==> config.mk <==
export PLATFORM = sky130hd
export DESIGN_NAME = load_store_unit_flat
export DESIGN_NICKNAME = d
export VERILOG_FILES = /design/src/rtl/load_store_unit_if.sv /design/src/rtl/load_store_unit.sv /design/src/flat_wrapper.sv
export SDC_FILE = /design/constraint.sdc
export NUM_CORES = 1
export LEC_CHECK = 0
export ABC_CLOCK_PERIOD_IN_PS = 3100
export CORE_UTILIZATION = 35
export DETAILED_ROUTE_END_ITERATION = 12
export GPL_ROUTABILITY_DRIVEN = 0
export PLACE_DENSITY = 0.78
export SYNTH_ARGS = -nofsm -noshare
export SYNTH_HDL_FRONTEND = slang
export SYNTH_SLANG_ARGS = --single-unit
==> constraint.sdc <==
create_clock -name clk -period 3.1 [get_ports clk]
set_input_delay 0.31 -clock clk [delete_from_list [all_inputs] [get_ports clk]]
set_output_delay 0.31 -clock clk [all_outputs]
set_load 0.005 [all_outputs]
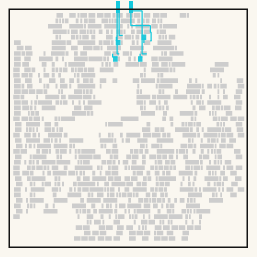
*Wires at chosen ports, followed through buffers, run 1*
Scale: 2 px per um.
Key: cyan = io_bus_w_addr3 [bits 4, direction output, edge top, end cells 4, wire 106 um]
Ports: 189
number of port buffers: 188

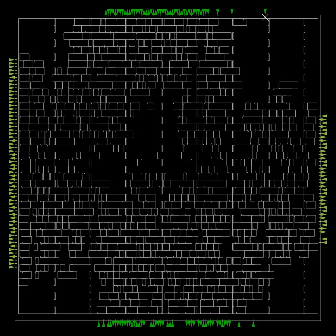
*Placement view, run 1*
fill cell count: 1330
# Taps: 176

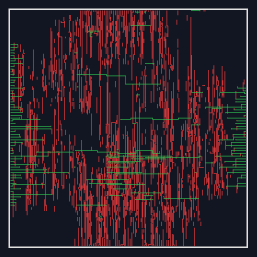
*Metal layers overlaid, run 1*
Scale: 2 px per um. Two of the layers only.
Key: red = metal 2 [wire length 7010 um]; green = metal 3 [wire length 1080 um]
routed wire length: 15510 um
via count: 5018
DR WL/cell: 15.59 um

==> summary.txt, run 1 <==
Clk buf depth - 2
Die footprint - 14000 um^2
Reg2reg path depth - 5
Worst Tran Pin Value - 878.9 ps
Fin. Hold Viols - 0
Internal - 0.002020 W
Hold Crit Class - in2reg
Clock Tree Root - clkbuf_16
Tool Warnings - 31
GRT Max-Usage Layer - met2
GRT met1 Usage - 30.83%
CTS Sinks - 90
Overall Global Routing Usage - 22.08%
Comb area share - 38.14%
Vias per inst - 5.043
Post-Synthesis Cells - 650
Distinct cells, synth - 40
Filler-free cell count of the finished design - 995
Sum Neg Setup Slack - 0 ps
Hpwl dp - 11170 um
Drt first-iter violations - 440
R2R Setup Slk - 1240 ps
Slew Limit Fails - 0
Die Wd - 118.3 um
Die Height - 118.3 um
DRC errors left - 2
Clk_lat worst skew - 340 ps
Compound Share, Synth - 20.59%
Ys cells - 650
Comb area - 2671 um^2
GR Layer Usage met2 - 34.23%
Top cell category - combinational gates
Yosys adder share - 1.850%
Clock buffers - 12
Final Core Density - 52.89%
Grt ovf - 0
Chip Area, Yosys - 4735 um^2
Power Dens Cells - 379.2 nW/um^2
Area share of the largest cell type after synthesis - 38.05%
Met1 wire length - 7141 um
Sequential Power - 0.00123 W
Worst-path maximum fanout - 13
CTS tree - yes
First-pass GRT wire length - 24320 um
Top post-synthesis cells by count - nand2_1 (172), a21oi_1 (110), dfxtp_1 (90), nor2_1 (50), and2_1 (42)
Final worst setup slack - 143.6 ps
Met3 GRT Util - 4.440%
Routed length on met2 - 7014 um
Fp_density - 35.75%
Signal buffers - 203
Asr flop ratio synth - 0%
Mi-comb count - 504
Seq cells - 90
Worst setup path class - reg2out
Worst setup EP type - output port
Share of layout cells above drive strength 1 - 5.006%
Yosys simple share - 31.79%
Comb pwr share - 12.0%
Status - finished with violations
Final Net Count - 926
Period utilisation layout - 95.37%
Signal inverters - 6
Reg area - 1803 um^2
Register share after synthesis - 38.05%
Top cells by area, synth - dfxtp_1 (38%), nand2_1 (14%), a21oi_1 (12%)
NonClk Buf Share - 28.40%
# rows - 42
Failing checks - DRC
Core ar. - 13240 um^2
H-tree Lvls - 3
Mapped Nets - 762
MUX share of area - 1.929%
# resized after CTS - 0
Syn_area_per_cell - 7.284 um^2
Minimum clock period - 2956 ps
Slowest cell on the critical path - clkdlybuf4s50_1
Dominant cell type by area after synthesis - dfxtp_1
DR WL met3 - 1084 um
Seq area share - 25.74%
Synth top cell by count - nand2_1
Placed cell area - 6696 um^2
Startpoint types - register
P_sw - 0.0006360 W
Largest stage delay, worst path - 560 ps
Dominant kind of combinational cell - simple AND/OR/NAND/NOR gates
Area Overhead vs Synth - 47.94%
# placed instances - 978
Number of antenna violations at the first check in global routing - 0
YS warnings - 0
Critical path cell sequence - inv_2 -> ha_2 -> nor4bb_1 -> buf_4 -> a21oi_1 -> a211oi_1 -> clkdlybuf4s50_1
Final setup skew - 6.036 ps
Min Hold Slack - 323.2 ps
# Post-CTS Setup Buffers - 0
CP bufs+invs - 3
Part of the power in registers - 46.4%
Most frequent logic cell in the layout - clkdlybuf4s50_1
Most frequent logic cells in the routed design - clkdlybuf4s50_1 (187), nand2_1 (172), a21oi_1 (110)
Leak pwr - 2.436 nW
Maximum vdd drop - 0.2029 mV
Vias in the first global route - 4530
Mapped Area - 4735 um^2
Maximum capacitance violations - 0
DRT Pass-1 Iters - 9
Worst path depth - 7
Clock power frac - 41.6%
Xor+xnor area frac - 0.1850%
Number of antenna diodes - 0
Max Used Layer - met4
Crit-path leading delay family - buffers and inverters
Total power - 0.002656 W
Seq cells post-synth - 90
Comb. pwr - 0.000318 W
Clock-cell share of area - 4.252%
Hold Crit Depth - 2
Pre-CTS WS - 447.2 ps
Antenna Nets Post-Route - 0
==> run 1 -> run 2 <==
CORE_UTILIZATION = 44   (was 35)
HOLD_SLACK_MARGIN = 0.06   (was unset)
PLACE_DENSITY = 0.92   (was 0.78)
SETUP_SLACK_MARGIN = 0.3   (was unset)
==> summary.txt, run 2 <==
Status - finished, final reports clean
Mapped Area - 4735 um^2
Vias in the first global route - 4822
Signal buffers - 204
Hpwl dp - 11300 um
Top cells by area, synth - dfxtp_1 (38%), nand2_1 (14%), a21oi_1 (12%)
Final Net Count - 929
Post-Synthesis Cells - 650
Met3 GRT Util - 3.958%
DRT Pass-1 Iters - 5
Drt first-iter violations - 339
Antenna Nets Post-Route - 0
Most frequent logic cells in the routed design - clkdlybuf4s50_1 (183), nand2_1 (172), a21oi_1 (110)
Minimum clock period - 2734 ps
Reg2reg path depth - 4
Worst setup EP type - output port
Share of layout cells above drive strength 1 - 7.543%
Reg area - 1808 um^2
R2R Setup Slk - 1200 ps
Dominant cell type by area after synthesis - dfxtp_1
Yosys simple share - 31.79%
CP bufs+invs - 3
Sum Neg Setup Slack - 0 ps
Startpoint types - register
Syn_area_per_cell - 7.284 um^2
Min Hold Slack - 453.9 ps
Critical path cell sequence - inv_2 -> ha_4 -> nand2_1 -> nor3_1 -> buf_4 -> a21oi_1 -> a211oi_1 -> clkdlybuf4s50_1
Fin. Hold Viols - 0
Grt ovf - 0
Comb area share - 39.71%
Number of antenna diodes - 0
Worst Tran Pin Value - 655.2 ps
Mi-comb count - 506
Top cell category - combinational gates
Ports - 189
Met1 wire length - 6572 um
Yosys adder share - 1.850%
Maximum vdd drop - 0.2239 mV
Distinct cells, synth - 40
Die Height - 105.7 um
Clock power frac - 35.3%
Leak pwr - 2.497 nW
GR Layer Usage met2 - 45.85%
Worst path depth - 8
Dominant kind of combinational cell - simple AND/OR/NAND/NOR gates
Ys cells - 650
Compound Share, Synth - 20.59%
Mapped Nets - 762
Die Wd - 105.7 um
Comb pwr share - 13.8%
Register share after synthesis - 38.05%
Hold Crit Class - reg2reg
Clk_lat worst skew - 350 ps
GRT met1 Usage - 34.90%
GRT Max-Usage Layer - met2
Crit-path leading delay family - buffers and inverters
Chip Area, Yosys - 4735 um^2
Maximum capacitance violations - 0
Top post-synthesis cells by count - nand2_1 (172), a21oi_1 (110), dfxtp_1 (90), nor2_1 (50), and2_1 (42)
Clock Tree Root - clkbuf_8
Number of antenna violations at the first check in global routing - 0
Internal - 0.001838 W
Area Overhead vs Synth - 48.73%
Fp_density - 45.66%
# placed instances - 938
Seq cells post-synth - 90
Filler-free cell count of the finished design - 958
Seq cells - 90
Xor+xnor area frac - 0.1850%
Comb. pwr - 0.000334 W
Largest stage delay, worst path - 550 ps
Pre-CTS WS - 346.2 ps
DR WL met3 - 1216 um
# Post-CTS Setup Buffers - 1
Tool Warnings - 33
Most frequent logic cell in the layout - clkdlybuf4s50_1
Overall Global Routing Usage - 27.15%
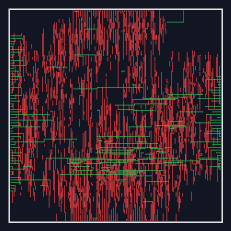
*Metal layers overlaid, run 2*
Scale: 2 px per um. Two of the layers only.
Key: green = metal 3 [wire length 1220 um]; red = metal 2 [wire length 7330 um]
via count: 5177
DR WL/cell: 16.19 um

No activity file was given, so power comes from the tool's default toggle rates.
